$ cat src/rtl/io_display_ctrl.sv
// Multi-channel seven-segment display controller: round-robin sequential double-dabble
// (or hex pass-through) per channel, then time-multiplexed scan onto one segment bus.
module io_display_ctrl #(
    parameter int unsigned NUM_CH      = 3,
    parameter int unsigned CH_DIGITS   = 2,
    parameter int unsigned DATA_W      = 32,
    parameter int unsigned REFRESH_DIV = 100000
) (
    input  logic                          sys_clk_in,
    input  logic                          sys_rst_n,
    input  logic [NUM_CH*DATA_W-1:0]      ch_data,
    input  logic                          hex_mode,
    input  logic                          blank_lz,
    output logic [7:0]                    seg_data,
    output logic [NUM_CH*CH_DIGITS-1:0]   seg_an,
    output logic                          frame_done
);

    localparam int unsigned BcdW     = 4 * CH_DIGITS;
    localparam int unsigned NumSlots = NUM_CH * CH_DIGITS;
    localparam int unsigned ChW      = (NUM_CH > 1) ? $clog2(NUM_CH) : 1;
    localparam int unsigned PosW     = (CH_DIGITS > 1) ? $clog2(CH_DIGITS) : 1;
    localparam int unsigned SlotW    = (NumSlots > 1) ? $clog2(NumSlots) : 1;
    localparam int unsigned CntW     = (DATA_W > 1) ? $clog2(DATA_W) : 1;
    localparam int unsigned PreW     = $clog2(REFRESH_DIV);

    function automatic logic [63:0] pow10(input int unsigned n);
        logic [63:0] r;
        r = 64'd1;
        for (int unsigned i = 0; i < n; i++) begin
            r = r * 64'd10;
        end
        return r;
    endfunction

    localparam logic [63:0] MaxDec = pow10(CH_DIGITS) - 64'd1;

    function automatic logic [6:0] seg7(input logic [3:0] n);
        logic [6:0] s;
        case (n)
            4'h0: s = 7'h3F;
            4'h1: s = 7'h06;
            4'h2: s = 7'h5B;
            4'h3: s = 7'h4F;
            4'h4: s = 7'h66;
            4'h5: s = 7'h6D;
            4'h6: s = 7'h7D;
            4'h7: s = 7'h07;
            4'h8: s = 7'h7F;
            4'h9: s = 7'h6F;
            4'hA: s = 7'h77;
            4'hB: s = 7'h7C;
            4'hC: s = 7'h39;
            4'hD: s = 7'h5E;
            4'hE: s = 7'h79;
            default: s = 7'h71;
        endcase
        return s;
    endfunction

    typedef enum logic [1:0] {StLoad, StShift, StStore} state_e;

    state_e              state_q, state_d;
    logic [ChW-1:0]      ch_idx_q, ch_idx_d;
    logic [CntW-1:0]     cnt_q, cnt_d;
    logic [DATA_W-1:0]   val_q, val_d;
    logic                mode_q, mode_d;
    logic                ovf_q, ovf_d;
    logic [BcdW-1:0]     bcd_q, bcd_d;
    logic [BcdW-1:0]     disp_dig_q [NUM_CH];
    logic [BcdW-1:0]     disp_dig_d [NUM_CH];
    logic [NUM_CH-1:0]   disp_ovf_q, disp_ovf_d;
    logic [NUM_CH-1:0]   disp_hex_q, disp_hex_d;
    logic [PreW-1:0]     pre_q, pre_d;
    logic [SlotW-1:0]    scan_q, scan_d;
    logic [7:0]          seg_q, seg_d;
    logic [NumSlots-1:0] an_q, an_d;

    logic [DATA_W-1:0]   ch_sel;
    logic [BcdW-1:0]     bcd_adj;
    logic [ChW-1:0]      sel_ch;
    logic [PosW-1:0]     sel_pos;
    logic [BcdW-1:0]     sel_dig;
    logic [3:0]          nib;
    logic                hi_zero;

    assign ch_sel = ch_data[ch_idx_q*DATA_W +: DATA_W];

    always_comb begin
        state_d    = state_q;
        ch_idx_d   = ch_idx_q;
        cnt_d      = cnt_q;
        val_d      = val_q;
        mode_d     = mode_q;
        ovf_d      = ovf_q;
        bcd_d      = bcd_q;
        disp_dig_d = disp_dig_q;
        disp_ovf_d = disp_ovf_q;
        disp_hex_d = disp_hex_q;

        bcd_adj = bcd_q;
        for (int d = 0; d < int'(CH_DIGITS); d++) begin
            if (bcd_q[4*d +: 4] >= 4'd5) begin
                bcd_adj[4*d +: 4] = bcd_q[4*d +: 4] + 4'd3;
            end
        end

        unique case (state_q)
            StLoad: begin
                val_d   = ch_sel;
                mode_d  = hex_mode;
                bcd_d   = '0;
                cnt_d   = '0;
                ovf_d   = hex_mode ? ((ch_sel >> BcdW) != '0) : (64'(ch_sel) > MaxDec);
                state_d = hex_mode ? StStore : StShift;
            end
            StShift: begin
                bcd_d = {bcd_adj[BcdW-2:0], val_q[DATA_W-1]};
                val_d = val_q << 1;
                cnt_d = cnt_q + CntW'(1);
                if (cnt_q == CntW'(DATA_W - 1)) begin
                    state_d = StStore;
                end
            end
            StStore: begin
                // Digits, overflow and mode land together so the scanner never sees a mix.
                disp_dig_d[ch_idx_q] = mode_q ? BcdW'(val_q) : bcd_q;
                disp_ovf_d[ch_idx_q] = ovf_q;
                disp_hex_d[ch_idx_q] = mode_q;
                ch_idx_d = (ch_idx_q == ChW'(NUM_CH - 1)) ? '0 : ch_idx_q + ChW'(1);
                state_d  = StLoad;
            end
            default: state_d = StLoad;
        endcase
    end

    always_comb begin
        pre_d  = pre_q + PreW'(1);
        scan_d = scan_q;
        if (pre_q == PreW'(REFRESH_DIV - 1)) begin
            pre_d  = '0;
            scan_d = (scan_q == SlotW'(NumSlots - 1)) ? '0 : scan_q + SlotW'(1);
        end

        an_d         = '0;
        an_d[scan_q] = 1'b1;

        sel_ch  = '0;
        sel_pos = '0;
        for (int i = 0; i < int'(NumSlots); i++) begin
            if (scan_q == SlotW'(i)) begin
                sel_ch  = ChW'(i / int'(CH_DIGITS));
                sel_pos = PosW'(i % int'(CH_DIGITS));
            end
        end

        sel_dig = disp_dig_q[sel_ch];
        nib     = sel_dig[{sel_pos, 2'b00} +: 4];
        hi_zero = (sel_dig >> {sel_pos, 2'b00}) == '0;

        if (disp_ovf_q[sel_ch]) begin
            seg_d = 8'h40;
        end else if (blank_lz && (sel_pos != '0) && hi_zero) begin
            seg_d = 8'h00;
        end else begin
            seg_d = {disp_hex_q[sel_ch] && (sel_pos == '0), seg7(nib)};
        end
    end

    always_ff @(posedge sys_clk_in or negedge sys_rst_n) begin
        if (!sys_rst_n) begin
            state_q    <= StLoad;
            ch_idx_q   <= '0;
            cnt_q      <= '0;
            val_q      <= '0;
            mode_q     <= 1'b0;
            ovf_q      <= 1'b0;
            bcd_q      <= '0;
            for (int k = 0; k < int'(NUM_CH); k++) begin
                disp_dig_q[k] <= '0;
            end
            disp_ovf_q <= '0;
            disp_hex_q <= '0;
            pre_q      <= '0;
            scan_q     <= '0;
            seg_q      <= '0;
            an_q       <= '0;
        end else begin
            state_q    <= state_d;
            ch_idx_q   <= ch_idx_d;
            cnt_q      <= cnt_d;
            val_q      <= val_d;
            mode_q     <= mode_d;
            ovf_q      <= ovf_d;
            bcd_q      <= bcd_d;
            disp_dig_q <= disp_dig_d;
            disp_ovf_q <= disp_ovf_d;
            disp_hex_q <= disp_hex_d;
            pre_q      <= pre_d;
            scan_q     <= scan_d;
            seg_q      <= seg_d;
            an_q       <= an_d;
        end
    end

    assign seg_data   = seg_q;
    assign seg_an     = an_q;
    assign frame_done = (state_q == StStore) && (ch_idx_q == ChW'(NUM_CH - 1));

endmodule

$ cat config.mk
export PLATFORM = sky130hd
export DESIGN_NAME = io_display_ctrl
export DESIGN_NICKNAME = d
export VERILOG_FILES = /design/src/rtl/io_display_ctrl.sv
export SDC_FILE = /design/constraint.sdc
export NUM_CORES = 1
export LEC_CHECK = 0
export CORE_UTILIZATION = 33
export DETAILED_ROUTE_END_ITERATION = 6
export PLACE_DENSITY_LB_ADDON = 0.15
export SLEW_MARGIN = 20
export SYNTH_ARGS = -nofsm -noshare
export SYNTH_HDL_FRONTEND = slang
export SYNTH_SLANG_ARGS = --single-unit
$ cat constraint.sdc
create_clock -name sys_clk_in -period 3.3 [get_ports sys_clk_in]
set_input_delay 0.825 -clock sys_clk_in [delete_from_list [all_inputs] [get_ports sys_clk_in]]
set_output_delay 0.825 -clock sys_clk_in [all_outputs]
set_load 0.01 [all_outputs]
==> run_1/placement.png <==
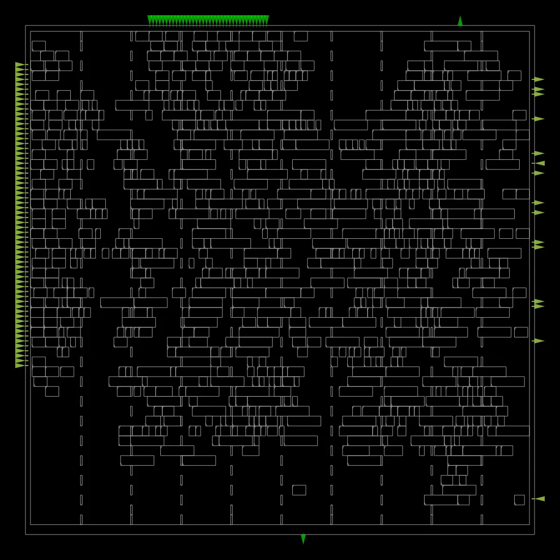
core footprint: 18700 um^2
final standard cell count with taps included and fillers excluded: 1018
end-of-flow core utilization: 44.7%

==> run_1/flops_by_reg.png <==
Other sequential cells in the stronger grey, the rest of the logic in the fainter grey.
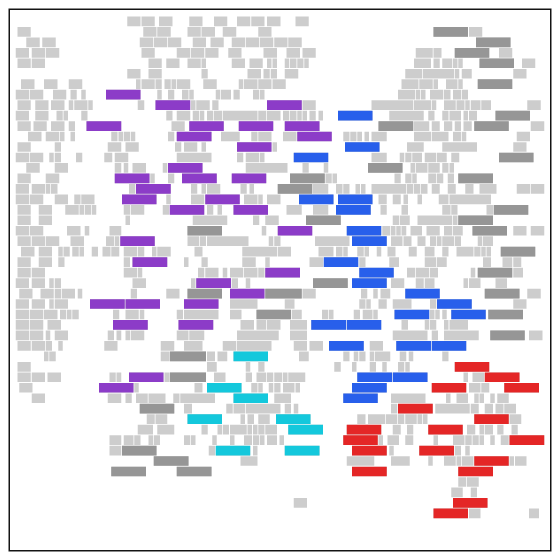
| netlist name | colour | placed flops |
|---|---|---|
| val_q | purple | 32 |
| bcd_q | cyan | 8 |
| pre_q | red | 17 |
| disp_dig_q | blue | 24 |
not coloured: 34

==> run summary, run 1 <==
net total in the final layout: 886
endpoint of the most critical setup path: seg_data[4]
yosys-reported design area after synthesis: 6310 um^2
launch point of the critical path: scan_q[2]
switching share of power: 33.7%
area occupied by multi-input gates: 3180 um^2
combinational group share of total power: 34.6%
Comb group: 2260 uW
reg-to-reg endpoint: seg_data[4]
hold-fix buffer count after cts: 0
largest stage delay on the critical path: 0.67 ns
placed standard-cell area: 7690 um^2
post-CTS setup buffers: 0
Reg with most FFs: val_q
Syn Area/Cell: 9.51 um^2
synthesized cell area: 6310 um^2
most numerous logic cells after layout: clkdlybuf4s50_1 (113), dfrtp_1 (112), nand2_1 (85), o21ai_0 (78), mux2i_1 (76)
TritonCTS clock tree: done
critical path data arrival time: 3.33 ns
Die Y-Extent: 140 um
clock tree buffer depth: 2
initial DRC count: 294
internal cell power: 4330 uW
post-synth top area cell: dfrtp_1
Leakage Power: 0.00372 uW
post-route cell area: 8360 um^2
required time at the worst-slack endpoint: 3.59 ns
register area: 2880 um^2
origin of the critical flop-to-flop path: scan_q[2]
run status: finished clean
number of cell instances after yosys synthesis: 664
reported net switching power: 2210 uW
largest net degree at the start of global routing: 86
Peak supply drop: 0.000286 V
Warnings, synthesis: 0
Cell Type Count: 58
flip-flop count of the largest register, all copies and words added: 32
Comb area share: 38.1%
fraction of the cycle the final worst path needs: 92.4%
wire length of the first global-routing pass: 25.4 mm
Dominant comb cell: simple AND/OR/NAND/NOR gates
overflow left after global routing: 0
worst reg-to-reg path cell count: 10
most instantiated flip-flop cell in the synthesis netlist: dfrtp_1
register-to-register setup slack: 0.25 ns
final critical delay including setup and external delays: 3.05 ns
layout overhead on the synthesized area: 32.3%
number of vias per cell after detailed routing: 5.07
CTS Buf Count: 17
net count of the mapped netlist: 779
buffers added on ports: 114
Top Ports: 115
actual slew at the worst max-slew pin: 0.878 ns
biggest power consumer among the groups: combinational cells
post-synthesis sequential element count: 115
Final GP Congestion: 0.791
share of power burned in the clock network: 31.6%
MUX share of area: 14.0%
most common logic cell in the routed design: clkdlybuf4s50_1
worst setup path category: reg -> reg
row count: 50
comb_multi_in: 493
first-pass detailed-route iteration total: 5
fraction of final layout cells sized beyond drive strength 1: 9.06%
top flop regs: val_q x32, disp_dig_q x24, pre_q x17
slowest cell on the critical path: or4_1
Sequential Power Share: 33.8%
area fraction in and, or, nand and nor cells: 16.6%
via count: 5158
Largest delay share family, worst path: simple AND/OR/NAND/NOR gates
share of synthesized registers carrying an async set or reset: 100%
horizontal die dimension: 140 um
pwr dens: 782 nW/um^2
antenna violations before repair: 0
Top cells by area: dfrtp_1 (46%), mux2i_1 (12%), o21ai_0 (6.2%)
clock-pin slew on the worst setup and hold paths: 0.06 ns
clock root buffer master: clkbuf_16
path length in cells of the critical path: 10
tool warnings: 34
Post-Place Cells: 986
area of the die: 19700 um^2
min-delay worst type: in -> async
worst hold margin: 0.419 ns
number of endpoints with negative hold slack in the final report: 0
gate count after technology mapping: 664
pre-CTS setup slack: 0.305 ns
sequential group power: 2210 uW
buffering stage count on the worst path with inverters included: 1
ANT nets after route: 0
Most common cell on crit path: ha_1
Floorplan Utilization: 33.8%
num sequential: 115
maximum capacitance violations: 0
==> run_1/detail.png <==
Scale bar: 20 um. Region (10, 10) to (60, 60) um. Cells in grey, sequential cells in the stronger grey; small squares are vias.
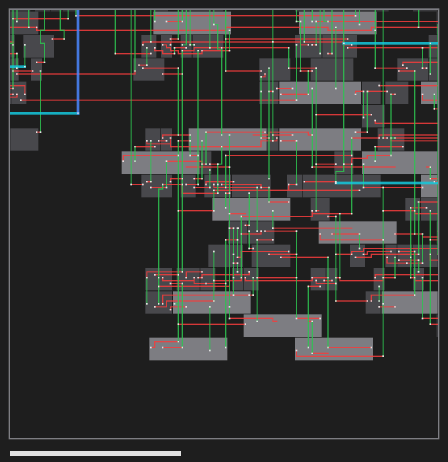
| layer | colour |
|---|---|
| metal 3 | cyan |
| metal 4 | blue |
| metal 2 | green |
| metal 1 | red |
cells with their middle in the window: 68
sequential cells in the window: 14
netlist names of flops here include: cnt_q (5), val_q (4), bcd_q (3)
most frequent: dfrtp_1 (12), nand2_1 (8), o21ai_0 (8)

run 1: worst min path at each step:
| stage | from | to | slack, ns | depth (start not counted) |
|---|---|---|---|---|
| global route | sys_rst_n | pre_q[12] | 0.45 | 1 |
| floorplan | pre_q[0] | pre_q[0] | 0.45 | 1 |
| global placement | val_q[30] | val_q[30] | 0.47 | 2 |
| CTS | sys_rst_n | pre_q[9] | 0.43 | 1 |
| finish | sys_rst_n | pre_q[14] | 0.42 | 1 |
| detailed placement | val_q[28] | val_q[28] | 0.47 | 2 |
run 1: metal layers:
layer / track usage, % / vias up / wire length, um
met5: 0 / - / 0
met2: 26.8 / 133 / 7280
met1: 21.0 / 2451 / 7050
li1: - / 2550 / -
met3: 4.24 / 24 / 674
met4: 5.84 / 0 / 269
==> run_1/metal_density.png <==
Scale bar: 50 um. The die is cut into 28 by 28 equal tiles; black is low, pale yellow is high, scaled to the fullest tile. Values are wire area over tile area, all layers added.
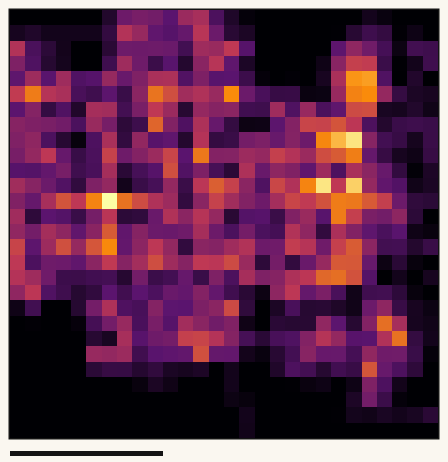

==> run 1 -> run 2 <==
--- a/config.mk
+++ b/config.mk
@@ -8,6 +8,7 @@
 export CORE_UTILIZATION = 33
 export DETAILED_ROUTE_END_ITERATION = 6
 export PLACE_DENSITY_LB_ADDON = 0.15
+export SETUP_SLACK_MARGIN = 0.4
 export SLEW_MARGIN = 20
 export SYNTH_ARGS = -nofsm -noshare
 export SYNTH_HDL_FRONTEND = slang
==> run_2/metal_density.png <==
Scale bar: 50 um. The die is cut into 28 by 28 equal tiles; black is low, pale yellow is high, scaled to the fullest tile. Values are wire area over tile area, all layers added.
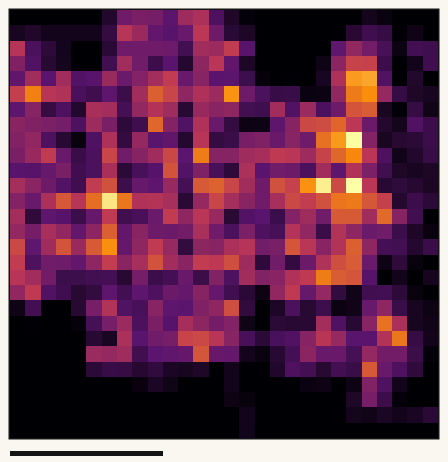
emptiest ninth of the die: south-west
fullest tile: 0.52
mean over tiles: 0.12
nearly empty tiles: 22%
tiles over half the peak: 11%
total routing usage reported by global routing: 16.4%
via count: 5177
Routed Wire Length: 15.3 mm
average wire length per cell after detail routing: 15.0 um

==> run 2 against run 1 <==
  * Utilization is 0.067 points higher
  * First-iteration DRC count decreased by 13%
  * Wire length up 0.23%
  * Worst setup slack improved by 0.29 ns
  * Hold slack got worse by 0.0026 ns
  * Sequential cell count stayed put
  * Total power hardly changed
  * Sequential share of layout area is 0.052 points lower
  * Maximum frequency grew 10%
  * Sequential power hardly changed
  * Combinational power about the same
==> run summary, run 2 <==
fraction of the cycle the final worst path needs: 83.6% (-8.7 points)
path length in cells of the critical path: 3 (-7)
tool warnings: 34 (unchanged)
combinational group share of total power: 34.6% (about the same)
actual slew at the worst max-slew pin: 0.879 ns (+0.00126 ns)
Floorplan Utilization: 33.8% (unchanged)
Cell Type Count: 58 (unchanged)
Sequential Power Share: 33.8% (about the same)
critical path data arrival time: 1.93 ns (-1.40 ns)
CTS Buf Count: 17 (unchanged)
wire length of the first global-routing pass: 25.4 mm (about the same)
TritonCTS clock tree: done
horizontal die dimension: 140 um (unchanged)
row count: 50 (unchanged)
Final GP Congestion: 0.791 (unchanged)
biggest power consumer among the groups: combinational cells
pwr dens: 781 nW/um^2 (-0.11%)
Leakage Power: 0.00372 uW (about the same)
RSZ-0062 raised after global routing: false
slowest cell on the critical path: clkdlybuf4s50_1
synthesized cell area: 6310 um^2 (unchanged)
fraction of final layout cells sized beyond drive strength 1: 9.31% (+0.26 points)
wire length on met2: 7.29 mm (+0.14%)
number of vias per cell after detailed routing: 5.09 (+0.37%)
layout overhead on the synthesized area: 32.5%
core footprint: 18700 um^2 (unchanged)
yosys-reported design area after synthesis: 6310 um^2 (unchanged)
Peak supply drop: 0.000286 V (about the same)
internal cell power: 4330 uW (about the same)
antenna violations before repair: 0 (unchanged)
Post-Place Cells: 986 (unchanged)
Reg with most FFs: val_q
buffers added on ports: 114 (unchanged)
worst reg-to-reg path cell count: 10 (unchanged)
initial DRC count: 257 (-13%)
post-synthesis sequential element count: 115 (unchanged)
largest net degree at the start of global routing: 86 (unchanged)
Syn Area/Cell: 9.51 um^2 (unchanged)
most crowded layer after global routing: met2
post-synth top area cell: dfrtp_1
pre-CTS setup slack: 0.305 ns (unchanged)
overflow left after global routing: 0 (unchanged)
share of synthesized registers carrying an async set or reset: 100% (unchanged)
clock-pin slew on the worst setup and hold paths: 0.06 ns (about the same)
worst setup path category: reg -> out
end-of-flow core utilization: 44.7% (+0.067 points)
net count of the mapped netlist: 779 (unchanged)
total clock network power: 2070 uW
global-route track usage on met3: 4.24% (unchanged)
max layer used: met4
sequential group power: 2210 uW (about the same)
run status: finished clean
net total in the final layout: 886 (unchanged)
Fillers: 1747
register-to-register setup slack: 0.57 ns (+0.32 ns)
min-delay worst type: in -> async
post-route cell area: 8370 um^2 (+0.15%)
routed metal-1 wire length: 7.03 mm (-0.30%)
met1 GRT Util: 21.0% (-0.022 points)
final critical delay including setup and external delays: 2.76 ns (-0.288 ns)
clock tree buffer depth: 2 (unchanged)
Comb group: 2260 uW (about the same)
buffering stage count on the worst path with inverters included: 1 (unchanged)
hold-fix buffer count after cts: 0 (unchanged)
share of power burned in the clock network: 31.6% (about the same)
clock root buffer master: clkbuf_16
Post-Route Skew: 0.00609 ns
post-CTS setup buffers: 0 (unchanged)
Warnings, synthesis: 0 (unchanged)
final standard cell count with taps included and fillers excluded: 1018 (unchanged)
most instantiated flip-flop cell in the synthesis netlist: dfrtp_1
switching share of power: 33.8% (about the same)
number of H-tree levels: 4
launch point of the critical path: state_q[0]
number of endpoints with negative hold slack in the final report: 0 (unchanged)
required time at the worst-slack endpoint: 2.47 ns (-1.12 ns)
number of cell instances after yosys synthesis: 664 (unchanged)
ANT nets after route: 0 (unchanged)
M2 GR Usage: 26.8% (+0.053 points)
top flop regs: val_q x32, disp_dig_q x24, pre_q x17
worst hold margin: 0.416 ns (-0.00264 ns)
origin of the critical flop-to-flop path: scan_q[0]
Die Y-Extent: 140 um (unchanged)
endpoint of the most critical setup path: frame_done
most numerous logic cells after layout: clkdlybuf4s50_1 (113), dfrtp_1 (112), nand2_1 (85), o21ai_0 (78), mux2i_1 (76)
gate count after technology mapping: 664 (unchanged)
maximum capacitance violations: 0 (unchanged)
area of the die: 19700 um^2 (unchanged)
most common logic cell in the routed design: clkdlybuf4s50_1
routed wire length on met3: 716 um (+6.2%)
reported net switching power: 2210 uW (+0.10%)
area share, top type: 45.6%
placed standard-cell area: 7690 um^2 (unchanged)
largest stage delay on the critical path: 0.58 ns (-0.09 ns)
Top cells by area: dfrtp_1 (46%), mux2i_1 (12%), o21ai_0 (6.2%)
Top Ports: 115 (unchanged)
reg-to-reg endpoint: seg_data[4]
## run 2: cell count changes in the layout (fill, tap and decap cells not counted)
cell   delta
ha_1      -1
ha_4      +1
inv_1     -1
inv_2     +1
## run 2: logic make-up (layout without fill, tap and decap cells)
family | after synthesis | after routing | share of synthesized area, %
muxes | 86 | 86 | 14.0
adders and majority gates | 15 | 15 | 2.97
xor gates and xnor gates | 19 | 19 | 2.64
DFF | 115 | 115 | 45.6
AOI/OAI and AO/OA | 153 | 153 | 14.2
buffers and inverters | 56 | 176 | 4.04
and+or+nand+nor | 220 | 220 | 16.6
## run 2: cell type report
cell class	count	area [um^2]	share of cell area, %
repair buffers	128	1270	15.2
flip-flops and latches	115	2880	34.4
inverters	16	60.1	0.718
clock buffers	22	494	5.91
well taps	234	293	3.50
multi-input cells	493	3200	38.2
clock inverters	10	175	2.09
==> run_2/placement_by_type.png <==
Fill, decap, tap and diode cells in grey.
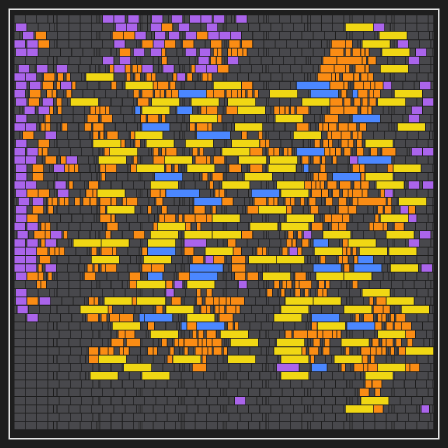

==> run 2 -> run 3 <==
==> constraint.sdc (replaced) <==
create_clock -name sys_clk_in -period 2.75 [get_ports sys_clk_in]
set_input_delay 0.6875 -clock sys_clk_in [delete_from_list [all_inputs] [get_ports sys_clk_in]]
set_output_delay 0.6875 -clock sys_clk_in [all_outputs]
set_load 0.01 [all_outputs]
==> run_3/placement_by_type.png <==
Fill, decap, tap and diode cells in grey.
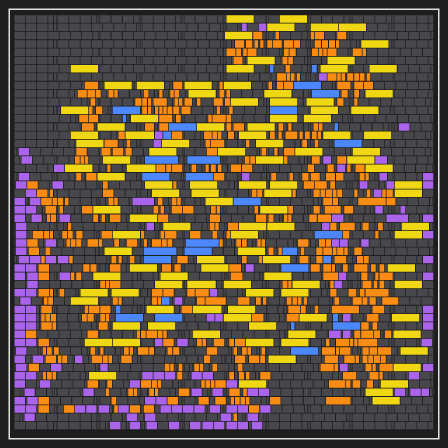
| class | colour | cells | share of their area |
|---|---|---|---|
| sequential cells | yellow | 115 | 35% |
| combinational and other logic | orange | 509 | 41% |
| remaining buffers and delay cells | purple | 150 | 17% |
| clock drivers and dummy loads | blue | 32 | 7.4% |
end-of-flow core utilization: 46.0%
sequential share of cell area: 33.5%
row count: 50
post-route cell area: 8610 um^2

==> run 3 against run 2 <==
  * Sequential share of layout area fell by 0.95 points
  * Sequential cell count did not move
  * Clock-buffer cell count unchanged
  * Global-route usage is 0.75 points higher
  * Utilization rose by 1.3 points
  * Die area is the same
  * Via count grew 1.1%
  * Clock power is 11% higher
  * First-iteration DRC count fell by 5.1%
  * Largest cell class unchanged
==> run summary, run 3 <==
Reg with most FFs: val_q
Comb group: 2920 uW (+29%)
RSZ-0062 raised after global routing: true
antenna violations before repair: 0 (unchanged)
yosys-reported design area after synthesis: 6310 um^2 (unchanged)
clock-pin slew on the worst setup and hold paths: 0.05 ns (about the same)
adder-cell share of the synthesized area: 2.97% (unchanged)
gate count after technology mapping: 664 (unchanged)
Floorplan Utilization: 33.8% (unchanged)
slowest cell on the critical path: mux4_2
actual slew at the worst max-slew pin: 0.705 ns (-0.174 ns)
routed metal-1 wire length: 7.33 mm (+4.2%)
worst-path fanout max: 10
worst setup path category: reg -> reg
overflow left after global routing: 0 (unchanged)
Comb area share: 38.6% (+0.39 points)
Top cells by area: dfrtp_1 (46%), mux2i_1 (12%), o21ai_0 (6.2%)
number of cell instances after yosys synthesis: 664 (unchanged)
flip-flop count of the largest register, all copies and words added: 32
num sequential: 115 (unchanged)
Leakage Power: 0.00381 uW (+2.6%)
area share, top type: 45.6% (unchanged)
Most common cell on crit path: buf_4
relative area of non-clock buffer cells in the final design: 16.7% (+1.5 points)
layout overhead on the synthesized area: 36.3%
fraction of the cycle the final worst path needs: 87.7%
sort of element at the end of the critical path: register
cells along the critical path: buf_4, buf_4, or4b_1, a31oi_1, o32a_2, mux4_2, nor2_2
Final Power: 7880 uW
most common logic cell in the routed design: clkdlybuf4s50_1
MUX share of area: 14.0% (unchanged)
net count of the mapped netlist: 779 (unchanged)
most numerous logic cells after layout: clkdlybuf4s50_1 (112), dfrtp_1 (111), nand2_1 (84), o21ai_0 (77), mux2i_1 (76)
Seq share, synth: 45.6%
biggest power consumer among the groups: combinational cells
core footprint: 18700 um^2 (unchanged)
tap cell instance count: 234 (unchanged)
max layer used: met4
hold-fix buffer count after cts: 0 (unchanged)
Complex Gates by Area: 14.1% (unchanged)
buffers added on ports: 114 (unchanged)
switching share of power: 34.8% (+1.0 points)
share of power burned in the clock network: 29.0% (-2.6 points)
Total Negative Setup Slacks: 0 ns
area of the die: 19700 um^2 (unchanged)
Routed Wire Length: 16.1 mm (+5.3%)
count of final setup violators: 0
routed wire length on met3: 651 um (-9.1%)
total of clock buffers placed in the layout: 22 (unchanged)
global-route track usage on met3: 4.07% (-0.17 points)
worst hold margin: 0.296 ns (-0.120 ns)
Sequential Power Share: 33.9% (about the same)
number of ordinary inverters in the final layout: 16 (unchanged)
number of endpoints with negative hold slack in the final report: 0 (unchanged)
maximum capacitance violations: 0 (unchanged)
Top Ports: 115 (unchanged)
net total in the final layout: 908 (+2.5%)
final worst slack: 0.340 ns
post-synthesis sequential element count: 115 (unchanged)
Die Y-Extent: 140 um (unchanged)
top flop regs: val_q x32, disp_dig_q x24, pre_q x17
number of inserted diodes: 0
share of final layout cell area taken by clock buffers and inverters: 7.11% (-0.89 points)
fraction of final layout cells sized beyond drive strength 1: 14.5% (+5.2 points)
critical path data arrival time: 2.75 ns (+0.82 ns)
area occupied by multi-input gates: 3320 um^2 (+3.9%)
Syn Area/Cell: 9.51 um^2 (unchanged)
count of pins over their slew limit: 0
post-synth top area cell: dfrtp_1
area fraction in and, or, nand and nor cells: 16.6% (unchanged)
Peak supply drop: 0.000391 V (+36%)
Fillers: 1747 (unchanged)
detailed-route DRC error count: 0
average wire length per cell after detail routing: 15.5 um (+3.1%)
sequential group power: 2670 uW (+21%)
most instantiated flip-flop cell in the synthesis netlist: dfrtp_1
clock tree sinks: 115
TritonCTS clock tree: done
largest stage delay on the critical path: 0.56 ns (-0.02 ns)
required time at the worst-slack endpoint: 3.09 ns (+0.62 ns)
total clock network power: 2290 uW (+11%)
Synth top cells by count: dfrtp_1 (115), nand2_1 (85), o21ai_0 (78), mux2i_1 (76), nor2_1 (51)
reported net switching power: 2740 uW (+24%)
most instantiated library cell after synthesis: dfrtp_1
Post-Route Skew: 0.00690 ns (+0.000808 ns)
wire length of the first global-routing pass: 26.5 mm (+4.5%)
total routing usage reported by global routing: 17.2% (+0.75 points)
pre-CTS setup slack: 0.0679 ns (-0.237 ns)
Non-Clock Buffer Count: 150 (+17%)
met1 GRT Util: 21.6% (+0.59 points)
Post-Place Cells: 995 (+0.91%)
pwr dens: 915 nW/um^2 (+17%)
largest cell class by area: multi-input combinational cells
tool warnings: 37 (+8.8%)
Dominant comb cell: simple AND/OR/NAND/NOR gates
number of vias per cell after detailed routing: 5.03 (-1.0%)
comb_multi_in: 493 (unchanged)
number of enable-type register cells in the synthesized netlist: 0
share of synthesized registers carrying an async set or reset: 100% (unchanged)
combinational group share of total power: 37.1% (+2.5 points)
buffering stage count on the worst path with inverters included: 2 (+1)
post-CTS setup buffers: 8 (+8)
register area: 2880 um^2 (about the same)
CTS Buf Count: 17 (unchanged)
placed standard-cell area: 7800 um^2 (+1.5%)
most crowded layer after global routing: met2
final standard cell count with taps included and fillers excluded: 1040 (+2.2%)
M2 GR Usage: 29.1% (+2.3 points)
first-pass detailed-route iteration total: 4
largest net degree at the start of global routing: 86 (unchanged)
initial DRC count: 244 (-5.1%)
clock tree buffer depth: 2 (unchanged)
ANT nets after route: 0 (unchanged)
number of H-tree levels: 4 (unchanged)
Warnings, synthesis: 0 (unchanged)
horizontal die dimension: 140 um (unchanged)
min-delay worst type: in -> async
internal cell power: 5140 uW (+19%)
vias in the first global route: 5233
via count: 5234 (+1.1%)
synthesized cell area: 6310 um^2 (unchanged)
run status: finished clean
final critical delay including setup and external delays: 2.41 ns
post-synthesis xor/xnor area fraction: 2.64% (unchanged)
Cell Type Count: 58 (unchanged)
Final GP Congestion: 0.834 (+5.5%)
wire length on met2: 7.96 mm (+9.2%)
clock root buffer master: clkbuf_16
total of cells resized after clock tree synthesis: 20
Fmax achieved: 0.415 GHz
run 3: cell counts after synthesis:
No cell type changed its count.
run 3: path summary, 6_finish.rpt:
| path | from | endpoint | slack (ns) | depth (start not counted) |
|---|---|---|---|---|
| hold reg to reg | pre_q[0] | pre_q[0] | 0.48 | 1 |
| setup reg to reg | scan_q[0] | seg_data[3] | 0.34 | 7 |
| hold / removal | sys_rst_n | seg_data[1] | 0.30 | 1 |
| setup / recovery | scan_q[0] | seg_data[3] | 0.34 | 7 |
| min in group sys_clk_in | pre_q[0] | pre_q[0] | 0.48 | 1 |
| max in group asynchronous | sys_rst_n | state_q[0] | 1.77 | 2 |
Power is estimated from default activity; no workload was simulated.
